<file path="config.mk">
export PLATFORM = sky130hd
export DESIGN_NAME = accumulate
export DESIGN_NICKNAME = d
export VERILOG_FILES = /design/src/rtl/accumulate.sv
export SDC_FILE = /design/constraint.sdc
export NUM_CORES = 1
export LEC_CHECK = 0
export CAP_MARGIN = 10
export CELL_PAD_IN_SITES_DETAIL_PLACEMENT = 1
export CELL_PAD_IN_SITES_GLOBAL_PLACEMENT = 1
export CORE_MARGIN = 5
export CORE_UTILIZATION = 25
export DETAILED_ROUTE_END_ITERATION = 7
export HOLD_SLACK_MARGIN = 0.06
export PLACE_DENSITY = 0.56
export SLEW_MARGIN = 20
export SYNTH_ARGS = -nofsm -noshare
export SYNTH_HDL_FRONTEND = slang
export SYNTH_SLANG_ARGS = --single-unit
</file>
<file path="constraint.sdc">
create_clock -name clk -period 3.6 [get_ports clk]
set_input_delay 0.72 -clock clk [delete_from_list [all_inputs] [get_ports clk]]
set_output_delay 0.72 -clock clk [all_outputs]
set_load 0.01 [all_outputs]
</file>
<file path="src/rtl/accumulate.sv">
// Packet accumulator: sign-extends ARGW-bit terms, sums each last-delimited
// packet at RESW bits and emits one sum, term count and overflow flag per packet.
module accumulate #(
  parameter int ARGW = 8,
  parameter int RESW = 16,
  parameter int CNTW = 8
) (
  input  logic            clk,
  input  logic            rst,
  input  logic            arg_stb,
  input  logic [ARGW-1:0] arg_dat,
  input  logic            arg_lst,
  output logic            arg_rdy,
  output logic            res_stb,
  output logic [RESW-1:0] res_dat,
  output logic [CNTW-1:0] res_cnt,
  output logic            res_ovf,
  input  logic            res_rdy
);

  generate
    if (RESW < ARGW) begin : g_width_check
      $error("accumulate: RESW (%0d) must be >= ARGW (%0d)", RESW, ARGW);
    end
  endgenerate

  typedef enum logic {
    S_IDLE = 1'b0,
    S_BUSY = 1'b1
  } state_t;

  state_t          r_state;
  state_t          w_state_nxt;
  logic [RESW-1:0] r_acc;
  logic [CNTW-1:0] r_cnt;
  logic            r_ovf;
  logic            r_res_stb;
  logic [RESW-1:0] r_res_dat;
  logic [CNTW-1:0] r_res_cnt;
  logic            r_res_ovf;

  logic [RESW-1:0] w_ext;
  logic [RESW-1:0] w_sum;
  logic [CNTW-1:0] w_cnt_inc;
  logic            w_add_ovf;
  logic            w_arg_rdy;
  logic            w_accept;

  // Signed overflow: operands agree in sign but the sum does not.
  function automatic logic add_ovf(input logic a_msb, input logic b_msb, input logic s_msb);
    return (a_msb == b_msb) && (s_msb != a_msb);
  endfunction

  assign w_arg_rdy = ~r_res_stb | res_rdy;
  assign w_accept  = arg_stb & w_arg_rdy;
  assign w_ext     = RESW'($signed(arg_dat));
  assign w_sum     = r_acc + w_ext;
  assign w_add_ovf = add_ovf(r_acc[RESW-1], w_ext[RESW-1], w_sum[RESW-1]);
  assign w_cnt_inc = (&r_cnt) ? r_cnt : r_cnt + CNTW'(1);

  assign arg_rdy = w_arg_rdy;
  assign res_stb = r_res_stb;
  assign res_dat = r_res_dat;
  assign res_cnt = r_res_cnt;
  assign res_ovf = r_res_ovf;

  // Packet phase register.
  always_ff @(posedge clk or negedge rst) begin
    if (!rst) begin
      r_state <= S_IDLE;
    end else begin
      r_state <= w_state_nxt;
    end
  end

  // Phase transitions: a non-last beat opens a packet, a last beat closes it.
  always_comb begin
    w_state_nxt = r_state;
    case (r_state)
      S_IDLE: begin
        if (w_accept && !arg_lst) begin
          w_state_nxt = S_BUSY;
        end else begin
          w_state_nxt = S_IDLE;
        end
      end
      S_BUSY: begin
        if (w_accept && arg_lst) begin
          w_state_nxt = S_IDLE;
        end else begin
          w_state_nxt = S_BUSY;
        end
      end
      default: w_state_nxt = S_IDLE;
    endcase
  end

  // Running packet sum, count and sticky overflow; cleared when a packet closes.
  always_ff @(posedge clk or negedge rst) begin
    if (!rst) begin
      r_acc <= {RESW{1'b0}};
      r_cnt <= {CNTW{1'b0}};
      r_ovf <= 1'b0;
    end else if (w_accept) begin
      if (arg_lst) begin
        r_acc <= {RESW{1'b0}};
        r_cnt <= {CNTW{1'b0}};
        r_ovf <= 1'b0;
      end else begin
        r_acc <= w_sum;
        r_cnt <= w_cnt_inc;
        r_ovf <= r_ovf | w_add_ovf;
      end
    end
  end

  // Result register; a last beat accepted during consumption reloads without a bubble.
  always_ff @(posedge clk or negedge rst) begin
    if (!rst) begin
      r_res_stb <= 1'b0;
      r_res_dat <= {RESW{1'b0}};
      r_res_cnt <= {CNTW{1'b0}};
      r_res_ovf <= 1'b0;
    end else if (w_accept && arg_lst) begin
      r_res_stb <= 1'b1;
      r_res_dat <= w_sum;
      r_res_cnt <= w_cnt_inc;
      r_res_ovf <= r_ovf | w_add_ovf;
    end else if (res_rdy) begin
      r_res_stb <= 1'b0;
    end
  end

endmodule

</file>
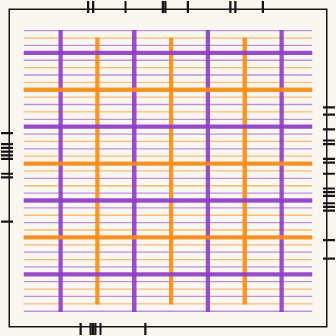
Run 1: power grid
Pins as bars on the die edge.
colour	net
orange	VDD
purple	VSS
rows	38
met5 straps	7
met4 straps	7
met1 rails	39
signal pins	40

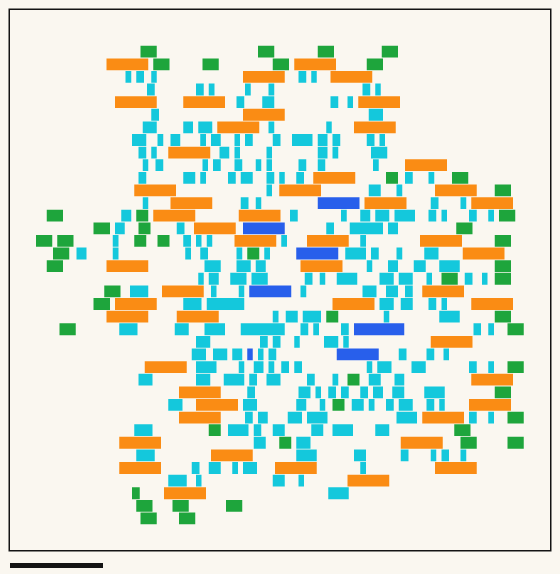
Run 1: placed cells, one colour a class
Bar = 20 µm.
colour	class	cells
green	remaining buffers and delay cells	50
orange	sequential cells	51
blue	clock drivers and dummy loads	7
cyan	combinational and other logic	235
floorplan core area: 10980 µm²
design area: 3571 µm²
row cnt: 38
flop share of the area: 35.74%
Core Util, Final: 32.51%

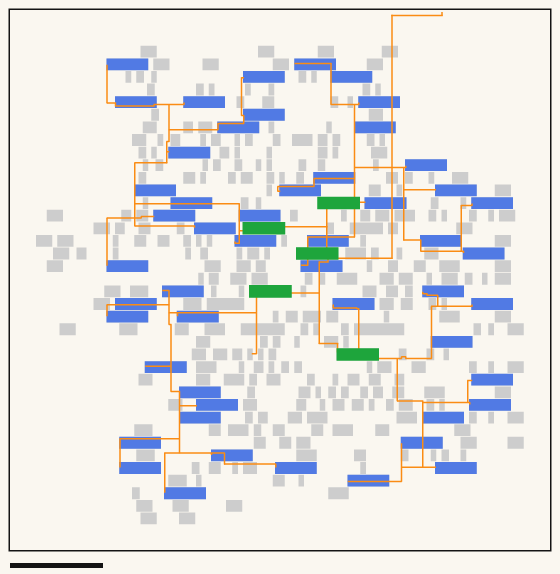
Run 1: clock network drawn from the DEF
Bar = 20 µm.
[orange] clock wires | length: 760 µm
[green] clock drivers | count: 5
[blue] flip-flops | count: 51
routed clock nets	6
Setup Skew: 0.006705 ns
clock power share: 20.8%

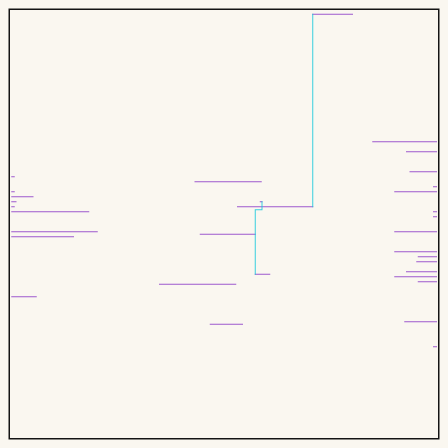
Run 1: signal wires by layer
Only two layers are drawn.
colour	layer	wire length
cyan	metal 4	73.9 µm
purple	metal 3	288 µm

==> results.toml, run 1 <==
# synthesis and place-and-route metrics
[worst_setup_path]
rr_worst_depth = 8
cp_max_fo = 5
critPathTopFamily = "AND-OR/OR-AND gates"
critPathSlowestCell = "clkdlybuf4s50_1"
slowest_delay_ns = 0.41
endpoint = "res_dat[15]$_DFFE_PN0P_"
path_class = "in -> reg"
reg2reg_from = "r_acc[3]$_DFFE_PN0P_"
crit_path_start = "arg_dat[3]"
cp.buffers_inverters = 1

[synth]
synthXorXnorAreaFrac_pct = 6.054
async_reset_ff_share_pct = 100.0
ys_sh_mux_pct = 3.447
ys_ff = 51
logic_family = "AND-OR/OR-AND gates"
common_cells = "dfrtp_1 (51), nand2_1 (51), o21ai_0 (30)"
aoi_share_pct = 20.06
synth_chip_area_um2 = 2831
ys_sh_adder_pct = 7.777
yosysWarnings = 0
synth_seq_share_pct = 45.07

[flow_run]
cap_violations = 0
tool_warnings = 26

[finish]
area_growth_pct = 26.12
final_nets = 373
nClkBuffers = 6
layout-drive-gt1-share_pct = 8.746
nonClkBufAreaFrac_pct = 13.10
comb_area_share_pct = 41.07
nFillCells = 1271

[global_routing]
grt.total_usage_pct = 11.31
met1_usage_pct = 16.03
grt_use_met3_pct = 2.228
grt.busiest_layer = "met2"

[pwr]
comb_cell_power_mw = 1.17
power.internal_mw = 1.654
ir_drop_uv = 200.1
p_seq_mw = 0.861
p_leak_nw = 1.574
power_clock_mw = 0.534

[drt]
wl_met3_um = 287
wl_um = 7227
wl_met2_um = 3175
vias = 2284
wl_per_cell_um = 14.96
drcViolationCount = 0

[placement]
io_buffers = 39
place_congestion = 0.8185

[timing]
final.setup.tns_ns = 0
fmax_mhz = 322.5
relSlewSlack_pct = 63.27
tightest_slew_ns = 0.5489
hold_viol_final = 0
period_minus_slack_ns = 3.101

[floorplan]
ios = 40
dieWidth_um = 116.4
n_tap_cell = 140

[cts]
clk_latency_ns = 0.29
clockBufferDepth = 2
post-cts-setup-buffers = 0
clkTransAtPathRegs_ns = 0.07

[status]
outcome = "finished, final reports clean"
Run 1, the clock network:
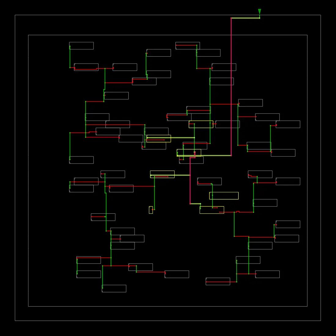

==> run 1 -> run 2 <==
==> constraint.sdc (replaced) <==
create_clock -name clk -period 3.6 [get_ports clk]
set_input_delay 0.72 -clock clk [delete_from_list [all_inputs] [get_ports clk]]
set_output_delay 0.72 -clock clk [all_outputs]
set_load 0.1 [all_outputs]
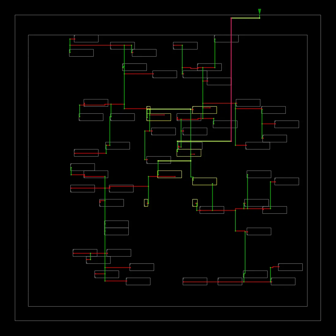
Run 2: the clock network
Setup Skew: 0.003929 ns
Clock Latency Late Sink: 0.28 ns
clock distribution power: 0.462 mW

==> run 2 against run 1 <==
Against the previous run:
- first-iteration DRC count increased by 30%
- synthesized cell count unchanged
- core utilization decreased by 0.22 points
- non-clock buffer count unchanged
- combinational power increased by 59%
- sequential share of layout area increased by 0.24 points
- sequential cell count unchanged
- clock power decreased by 13%
- register-to-register slack about the same
- area after synthesis unchanged
- clock skew decreased by 0.0028 ns
==> results.toml, run 2 <==
# synthesis and place-and-route metrics
[worst_setup_path]
reg2reg_from = "r_acc[3]$_DFFE_PN0P_"
cp.buffers_inverters = 1
crit_required_ns = 3.77
critPathTopFamily = "AND-OR/OR-AND gates"
rr_worst_depth = 8
endpoint = "res_dat[15]$_DFFE_PN0P_"
cp_max_fo = 5
r2r-end = "res_dat[15]$_DFFE_PN0P_"
critPathSlowestCell = "or3b_4"
slowest_delay_ns = 0.41
reg2reg_slack_ns = 0.98
path_class = "in -> reg"
crit_path_start = "arg_dat[3]"

[global_routing]
met2_usage_pct = 18.08
met1_usage_pct = 16.49
grt.total_usage_pct = 11.37
grt.busiest_layer = "met2"
grt_use_met3_pct = 1.658
grt_pass1_vias = 2384

[finish]
layout-drive-gt1-share_pct = 9.012
flop-count = 51
layout.area.comb_um2 = 1466
comb_area_share_pct = 41.34
flop_area_um2 = 1276
n_antenna_cell = 0
final_nets = 373
final_util_pct = 32.30
final_area_um2 = 3547
nClkBuffers = 7
area_growth_pct = 25.28
nonClkBufAreaFrac_pct = 13.12
nFillCells = 1297
sh_seq_area_pct = 35.98

[synth]
syn-cell-area_um2 = 2831
ys_sh_mux_pct = 3.447
async_reset_ff_share_pct = 100.0
yosysWarnings = 0
ys_ff = 51
aoi_share_pct = 20.06
synth_seq_share_pct = 45.07
top_cells_by_area = "dfrtp_1 (45%), ha_1 (7.1%), nand2_1 (6.8%), o21ai_0 (5.3%), xnor2_1 (3.1%)"
syn_inst = 298
synthXorXnorAreaFrac_pct = 6.054
common_cells = "dfrtp_1 (51), nand2_1 (51), o21ai_0 (30)"
logic_family = "AND-OR/OR-AND gates"
ys_sh_adder_pct = 7.777
top_area_share_pct = 45.07
synth_chip_area_um2 = 2831

[floorplan]
dieWidth_um = 116.4
ios = 40
n_tap_cell = 140
die_h_um = 116.4
rows = 38
core_um2 = 10980

[drt]
wl_met3_um = 262
wl_per_cell_um = 15.07
vias = 2306
postRouteAntennaNets = 0
wl_met2_um = 3277
drcViolationCount = 0
wl_um = 7292

[placement]
dp.cells = 476
postPlaceCellArea_um2 = 3410
place_congestion = 0.8040
io_buffers = 39

[pwr]
p_seq_mw = 0.864
comb_cell_power_mw = 1.86
total_power_mw = 3.190
ir_drop_uv = 558.8
power.internal_mw = 1.584
p_leak_nw = 1.565
p_clk_share_pct = 14.5
switching_share_pct = 50.35

[cts]
post-cts-setup-buffers = 0
clockBufferDepth = 2
clkTransAtPathRegs_ns = 0.07

[timing]
min_period_over_period_pct = 85.97
fmax_mhz = 323.1
tightest_slew_ns = 0.9935
relSlewSlack_pct = 33.56
period_minus_slack_ns = 3.095
setup_viol = 0
final.setup.tns_ns = 0
hold_viol_final = 0

[flow_run]
cap_violations = 0
tool_warnings = 26

[status]
outcome = "finished, final reports clean"
==> run 2 -> run 3 <==
- CTS_CLUSTER_DIAMETER: unset -> 60
- SETUP_SLACK_MARGIN: unset -> 0.2
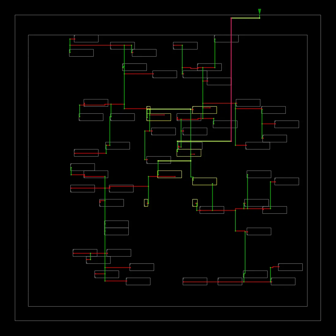
Run 3: the clock network
flop count: 51
clkbuf count: 7
total CTS buffers: 5
clk sink count: 51

==> run 3 against run 2 <==
Against the previous run:
- critical path depth did not move
- clock-buffer cell count unchanged
- final cell count is the same
- synthesized cell count stayed put
- setup slack unchanged
- clock skew did not move
- sequential cell count unchanged
- core utilization unchanged
- combinational power hardly changed
- first-iteration DRC count is the same
- hold slack stayed put
- critical path type unchanged
- critical endpoint unchanged
- largest cell class unchanged
==> results.toml, run 3 <==
# synthesis and place-and-route metrics
[timing]
setup_viol = 0
hold_viol_final = 0
relSlewSlack_pct = 33.56
clock_skew_ns = 0.003929
final.setup.tns_ns = 0
fmax_mhz = 323.1
tightest_slew_ns = 0.9935
period_minus_slack_ns = 3.095

[worst_setup_path]
slowest_delay_ns = 0.41
reg2reg_from = "r_acc[3]$_DFFE_PN0P_"
reg2reg_slack_ns = 0.98
rr_worst_depth = 8
critPathSlowestCell = "or3b_4"
cp_max_fo = 5
path_class = "in -> reg"
r2r-end = "res_dat[15]$_DFFE_PN0P_"
critPathTopFamily = "AND-OR/OR-AND gates"
endpoint = "res_dat[15]$_DFFE_PN0P_"

[synth]
synth_seq_share_pct = 45.07
syn-cell-area_um2 = 2831
syn_avg_cell_area_um2 = 9.502
syn_inst = 298
ys_sh_adder_pct = 7.777
aoi_share_pct = 20.06
ys_sh_mux_pct = 3.447
common_cells = "dfrtp_1 (51), nand2_1 (51), o21ai_0 (30)"
ys_ff = 51
synth_chip_area_um2 = 2831
yosysWarnings = 0
synthXorXnorAreaFrac_pct = 6.054
top_cells_by_area = "dfrtp_1 (45%), ha_1 (7.1%), nand2_1 (6.8%), o21ai_0 (5.3%), xnor2_1 (3.1%)"
logic_family = "AND-OR/OR-AND gates"

[pwr]
total_power_mw = 3.190
p_seq_mw = 0.864
ir_drop_uv = 558.8
p_clk_share_pct = 14.5
switching_share_pct = 50.35
comb_cell_power_mw = 1.86
power_clock_mw = 0.462
p_leak_nw = 1.565

[finish]
final_util_pct = 32.30
final_nets = 373
flop_area_um2 = 1276
sh_seq_area_pct = 35.98
final_area_um2 = 3547
comb_area_share_pct = 41.34
nonClkBufAreaFrac_pct = 13.12
area_growth_pct = 25.28
clkCellAreaFrac_pct = 3.880
layout-drive-gt1-share_pct = 9.012
nFillCells = 1297

[flow_run]
cap_violations = 0

[drt]
vias = 2306
postRouteAntennaNets = 0
wl_met2_um = 3277
drcViolationCount = 0
wl_um = 7292
wl_met3_um = 262

[cts]
clkTransAtPathRegs_ns = 0.07
clockBufferDepth = 2
clk_latency_ns = 0.28
post-cts-setup-buffers = 0

[global_routing]
met2_usage_pct = 18.08
antenna_found_initial = 0
grt_use_met3_pct = 1.658
grt.total_usage_pct = 11.37
met1_usage_pct = 16.49
grt_pass1_vias = 2384
grt.busiest_layer = "met2"

[placement]
postPlaceCellArea_um2 = 3410
io_buffers = 39

[floorplan]
n_tap_cell = 140
die_h_um = 116.4
ios = 40
rows = 38
core_um2 = 10980

[status]
outcome = "finished, final reports clean"
Power is estimated from default activity; no workload was simulated.
